## config.mk

```make
export PLATFORM = sky130hd
export DESIGN_NAME = mem_arbiter
export DESIGN_NICKNAME = d
export VERILOG_FILES = /design/src/rtl/mem_arbiter.sv
export SDC_FILE = /design/constraint.sdc
export NUM_CORES = 1
export LEC_CHECK = 0
export ABC_AREA = 1
export CELL_PAD_IN_SITES_DETAIL_PLACEMENT = 0
export CELL_PAD_IN_SITES_GLOBAL_PLACEMENT = 1
export CORE_MARGIN = 1.5
export CORE_UTILIZATION = 25
export CTS_CLUSTER_SIZE = 28
export DETAILED_ROUTE_END_ITERATION = 7
export GPL_TIMING_DRIVEN = 0
export PLACE_DENSITY_LB_ADDON = 0.1
export SKIP_CTS_REPAIR_TIMING = 1
export SLEW_MARGIN = 20
export SYNTH_ARGS = -nofsm -noshare
export SYNTH_HDL_FRONTEND = slang
export SYNTH_SLANG_ARGS = --single-unit
```

## constraint.sdc

```tcl
create_clock -name clk -period 1.35 [get_ports clk]
set_input_delay 0.27 -clock clk [delete_from_list [all_inputs] [get_ports clk]]
set_output_delay 0.27 -clock clk [all_outputs]
set_load 0.01 [all_outputs]
```

## src/rtl/mem_arbiter.sv

```systemverilog
// Two-requester round-robin arbiter in front of a single-outstanding memory port.
// Each grant runs IDLE -> ISSUE -> WAIT -> RESP, with a WAIT-cycle timeout that completes the grant with an error.
module mem_arbiter #(
    parameter int ADDR_W  = 16,
    parameter int DATA_W  = 32,
    parameter int TIMEOUT = 64
) (
    input  logic              clk,
    input  logic              rst,
    input  logic              req0,
    input  logic              req1,
    input  logic              we0,
    input  logic              we1,
    input  logic [ADDR_W-1:0] addr0,
    input  logic [ADDR_W-1:0] addr1,
    input  logic [DATA_W-1:0] wdata0,
    input  logic [DATA_W-1:0] wdata1,
    output logic              done0,
    output logic              done1,
    output logic              err0,
    output logic              err1,
    output logic [DATA_W-1:0] rdata,
    output logic              busy,
    output logic              gnt_id,
    output logic              mem_req,
    output logic              mem_we,
    output logic [ADDR_W-1:0] mem_addr,
    output logic [DATA_W-1:0] mem_wdata,
    input  logic              mem_ready,
    input  logic              mem_done,
    input  logic [DATA_W-1:0] mem_rdata,
    output logic [1:0]        o_dbg_state
);

    localparam int               CNT_W   = $clog2(TIMEOUT);
    localparam logic [CNT_W-1:0] CNT_MAX = CNT_W'(TIMEOUT - 1);

    typedef enum logic [1:0] {
        S_IDLE  = 2'd0,
        S_ISSUE = 2'd1,
        S_WAIT  = 2'd2,
        S_RESP  = 2'd3
    } state_t;

    state_t             r_state;
    state_t             w_next;
    logic               w_load;
    logic               w_winner;
    logic               w_cap_done;
    logic               w_cap_to;
    logic               r_gnt;
    logic               r_last;
    logic               r_we;
    logic [ADDR_W-1:0]  r_addr;
    logic [DATA_W-1:0]  r_wdata;
    logic [DATA_W-1:0]  r_rdata;
    logic               r_err;
    logic [CNT_W-1:0]   r_cnt;

    always_ff @(posedge clk or negedge rst) begin
        if (!rst) begin
            r_state <= S_IDLE;
        end else begin
            r_state <= w_next;
        end
    end

    // On a tie the requester that was not served last wins; a lone requester always wins.
    always_comb begin
        w_next     = r_state;
        w_load     = 1'b0;
        w_winner   = 1'b0;
        w_cap_done = 1'b0;
        w_cap_to   = 1'b0;
        case (r_state)
            S_IDLE: begin
                if (req0 || req1) begin
                    w_load   = 1'b1;
                    w_winner = (req0 && req1) ? ~r_last : req1;
                    w_next   = S_ISSUE;
                end
            end
            S_ISSUE: begin
                if (mem_ready) begin
                    w_next = S_WAIT;
                end
            end
            S_WAIT: begin
                if (mem_done) begin
                    w_cap_done = 1'b1;
                    w_next     = S_RESP;
                end else if (r_cnt == CNT_MAX) begin
                    w_cap_to = 1'b1;
                    w_next   = S_RESP;
                end
            end
            S_RESP: begin
                w_next = S_IDLE;
            end
            default: begin
                w_next = S_IDLE;
            end
        endcase
    end

    // The command registers only change on a new grant, so they stay stable through RESP.
    always_ff @(posedge clk or negedge rst) begin
        if (!rst) begin
            r_gnt   <= 1'b0;
            r_last  <= 1'b1;
            r_we    <= 1'b0;
            r_addr  <= '0;
            r_wdata <= '0;
            r_rdata <= '0;
            r_err   <= 1'b0;
            r_cnt   <= '0;
        end else begin
            if (w_load) begin
                r_gnt   <= w_winner;
                r_we    <= w_winner ? we1 : we0;
                r_addr  <= w_winner ? addr1 : addr0;
                r_wdata <= w_winner ? wdata1 : wdata0;
                r_err   <= 1'b0;
            end
            if (r_state == S_ISSUE) begin
                r_cnt <= '0;
            end else if (r_state == S_WAIT) begin
                r_cnt <= r_cnt + CNT_W'(1);
            end
            if (w_cap_done) begin
                r_rdata <= mem_rdata;
                r_err   <= 1'b0;
            end else if (w_cap_to) begin
                r_rdata <= '0;
                r_err   <= 1'b1;
            end
            if (r_state == S_RESP) begin
                r_last <= r_gnt;
            end
        end
    end

    assign done0       = (r_state == S_RESP) && !r_gnt;
    assign done1       = (r_state == S_RESP) &&  r_gnt;
    assign err0        = done0 && r_err;
    assign err1        = done1 && r_err;
    assign rdata       = r_rdata;
    assign busy        = (r_state != S_IDLE);
    assign gnt_id      = r_gnt;
    assign mem_req     = (r_state == S_ISSUE);
    assign mem_we      = r_we;
    assign mem_addr    = r_addr;
    assign mem_wdata   = r_wdata;
    assign o_dbg_state = r_state;

endmodule

```

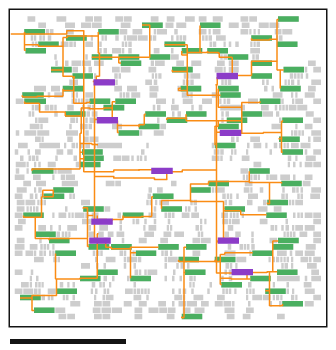
(routed clock nets over the placement)
Bar = 50 µm.
[purple] clock drivers | count: 9
[orange] clock wires | length: 1,490 µm
[green] flip-flops | count: 92
routed clock nets	10
flops lie	widely spread

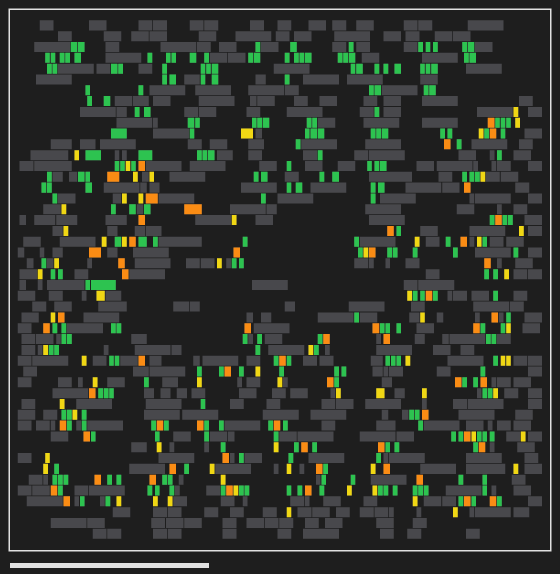
(logic cells by family)
Bar = 50 µm.
color	family	cells
green	NAND gates	269
orange	inverting AOI/OAI gates	58
yellow	inverters	65

==> qor_table.md <==
| Parameter | Value |
|---|---|
| Result of the run | finished with violations |
| Violations in the final reports | negative setup slack |
| Die height | 135.8 µm |
| Longest individual stage delay on the worst path | 0.41 ns |
| Cell with the biggest individual delay on the critical path | sky130_fd_sc_hd__dfrtp_2 |
| Dominant cell area share | 0.5166 |
| Routability congestion estimate | 0.7581 |
| Worst reg2reg setup slack | -0.17 ns |
| Max_slew headroom | 0.6878 |
| Area of the core | 0.01724 mm² |
| Distinct cell type count after synthesis | 21 |
| Routed wire length per instance | 14.43 µm |
| Placed instance area | 0.007007 mm² |
| TritonCTS clock tree | yes |
| Final HPWL from detailed placement | 11,270 µm |
| Non-Filler Cell Area, Final | 0.007752 mm² |
| Final critical delay including setup and external delays | 1.582 ns |
| Fmax | 632.2 MHz |
| Number of hold violations in the final report | 0 |
| Gate count of the mapped netlist | 585 |
| Main flop type after synthesis | sky130_fd_sc_hd__dfrtp_1 |
| YS warnings | 0 |
| Core utilization at floorplan | 0.2557 |
| ANT cells | 0 |
| Critical Path Sink Type | output port |
| Adder-cell share of the synthesized area | 0.01703 |
| Synth area leader | sky130_fd_sc_hd__dfrtp_1 |
| Portion of netlist area occupied by mux cells | 0 |
| R2R depth | 7 |
| Post-placement worst setup slack | -0.4423 ns |
| Ys cells | 585 |
| Average cell area after synthesis | 7.535 µm² |
| Most used standard cells in the synthesized netlist | 230 x sky130_fd_sc_hd__nand2_1, 91 x sky130_fd_sc_hd__dfrtp_1, 63 x sky130_fd_sc_hd__inv_1, 58 x sky130_fd_sc_hd__nor2_1, 49 x sky130_fd_sc_hd__o21ai_1 |
| Period Utilization, post-route | 1.172 |
| Largest non-sequential cell family by area | simple AND/OR/NAND/NOR gates |
| Total standard cell area after synthesis | 0.004408 mm² |
| Reg-to-Reg Start | o_dbg_state[0] |
| Total cell area reported by yosys after synthesis | 0.004408 mm² |
| Clock transition time at the flip-flop clock pins of the worst setup and hold paths | 0.07 ns |
| Clock insertion delay at the later pin of the skew report | 0.35 ns |
| Ratio of cells with drive above 1 in the final layout | 0.1063 |
| Maximum count of clock buffers along a single path | 2 |
| Number of flip-flops and latches in the synthesized netlist | 92 |
| Worst hold slack across all endpoints | 0.4174 ns |
| Non-filler cells in the finished layout | 1,062 |
| Net count after synthesis | 727 |
| Post-synthesis share of cell area spent on and-or and or-and gates | 0.06812 |
| Sum Neg Setup Slack | -9.895 ns |
| Count of clock tree sinks | 92 |
| Startpoint Class | register |
| Total power per unit cell area | 1985 mW/mm² |
| Antenna violations before repair | 0 |
| Utilization after layout | 0.4498 |
| Row cnt | 48 |
| Number of buffers inserted by port buffering | 225 |
| Max Cap Violations | 0 |
| Min-delay worst type | input port to asynchronous set/reset pin |
| Number of cells in the design after placement | 1,036 |
| DR pass1 iterations | 5 |
| Leftover overflow at the end of global routing | 0 |
| Chip width | 135.8 µm |
| Global Route Usage Sum | 0.1656 |
| Maximum number of pins on one net before global-route repair | 49 |
| Buf/Inv on CP | 2 |
| Setup WS post-layout | -0.2318 ns |
| Area enclosed by the die boundary | 0.01844 mm² |
| RSZ-0062 raised after global routing | true |
| Most popular library cell in the synthesized design by count | sky130_fd_sc_hd__nand2_1 |
| Number of failing setup endpoints in the final timing report | 87 |
| Series of cell instances along the critical path | ha_2, inv_2, nor3_1, buf_2 |
| Worst-Margin Slew | 0.4683 ns |
| Number of nets in the final layout | 974 |
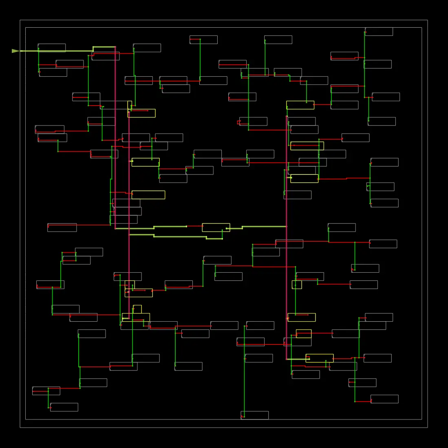
(the clock network)
Seq Cell Count: 92
worst setup skew after layout: 0.01218 ns
count of clock-net buffers in the final layout: 11

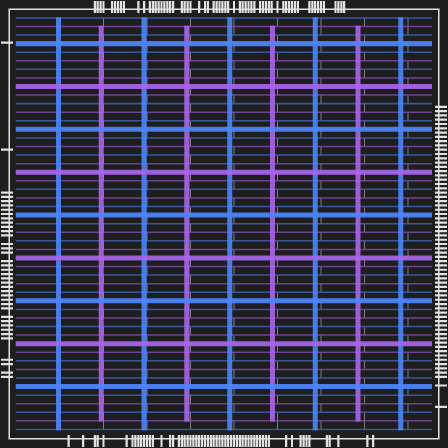
(PDN straps and rails)
Pins as bars on the die edge. Tap cells in gray.
color	net
purple	VDD
blue	VSS
met4 straps	9
tap cells	225

per-layer routing:
metal / GRT usage / vias to the layer above / wire length (µm)
met5: 0 / - / 0
met4: 0.07467 / 0 / 459
met3: 0.03591 / 26 / 995
met2: 0.2702 / 149 / 7083
met1: 0.2095 / 2136 / 6784
li1: - / 2282 / -
sequential cells by signal, indices dropped and copies added (netlist names):
signal	count
mem_wdata	32
mem_we	1
r_err	1
o_dbg_state	2
gnt_id	1
r_last	1
rdata	32
r_cnt	6
mem_addr	16
worst max path at each step:
stage / slack (ns) / startpoint / depth (start not counted) / endpoint
floorplan: -0.02 / o_dbg_state[0] / 8 / r_cnt[5]
global placement: -4.27 / rst / 1 / o_dbg_state[1]
detailed placement: -0.44 / req0 / 6 / mem_addr[7]
CTS: -0.70 / o_dbg_state[1] / 4 / err0
global route: -0.29 / o_dbg_state[0] / 7 / mem_addr[14]
finish: -0.23 / o_dbg_state[0] / 4 / err0
where the power goes:
part	total [mW]	leakage [nW]	internal, mW	switching [mW]
clock network	2.87	0.156	1.69	1.18
logic	7.70	3.39	3.86	3.84
registers	4.82	1.14	4.09	0.727
total	15.4	4.68	9.64	5.75
area by class of cell:
cell class	count	area [µm²]	area share
Clock buffer	11	242.7	0.03131
Sequential cell	92	2306	0.2974
Tap cell	225	281.5	0.03631
Buffer	29	221.5	0.02857
Multi-Input combinational cell	398	1780	0.2297
Timing Repair Buffer	237	2581	0.3330
Clock inverter	5	85.08	0.01097
Inverter	65	254.0	0.03276
layout by cell type (no fill, tap or decap), types with 2 or more instances in the layout:
| cell type | synthesis | layout |
|---|---|---|
| sky130_fd_sc_hd__clkbuf_16 | 0 | 9 |
| sky130_fd_sc_hd__inv_1 | 63 | 58 |
| sky130_fd_sc_hd__clkbuf_2 | 0 | 5 |
| sky130_fd_sc_hd__clkbuf_4 | 0 | 2 |
| sky130_fd_sc_hd__buf_2 | 19 | 8 |
| sky130_fd_sc_hd__inv_4 | 0 | 2 |
| sky130_fd_sc_hd__dlymetal6s2s_1 | 0 | 86 |
| sky130_fd_sc_hd__ha_2 | 0 | 4 |
| sky130_fd_sc_hd__dfrtp_1 | 91 | 89 |
| sky130_fd_sc_hd__bufinv_16 | 0 | 2 |
| sky130_fd_sc_hd__inv_6 | 0 | 2 |
| sky130_fd_sc_hd__clkdlybuf4s50_1 | 0 | 134 |
| sky130_fd_sc_hd__buf_6 | 4 | 10 |
| sky130_fd_sc_hd__buf_4 | 0 | 18 |
| sky130_fd_sc_hd__o21ai_1 | 49 | 49 |
| sky130_fd_sc_hd__a21oi_1 | 6 | 4 |
| sky130_fd_sc_hd__nand3_1 | 38 | 37 |
| sky130_fd_sc_hd__a21oi_2 | 0 | 2 |
| sky130_fd_sc_hd__nor2_4 | 1 | 3 |
| sky130_fd_sc_hd__dfrtp_2 | 0 | 2 |
| sky130_fd_sc_hd__nor2_1 | 58 | 55 |
| sky130_fd_sc_hd__nor3_1 | 4 | 4 |
| sky130_fd_sc_hd__nand2_4 | 0 | 2 |
| sky130_fd_sc_hd__nand2_1 | 230 | 227 |
| sky130_fd_sc_hd__inv_2 | 2 | 4 |
Power figures rest on the tool's default switching activity, not on a simulated workload.
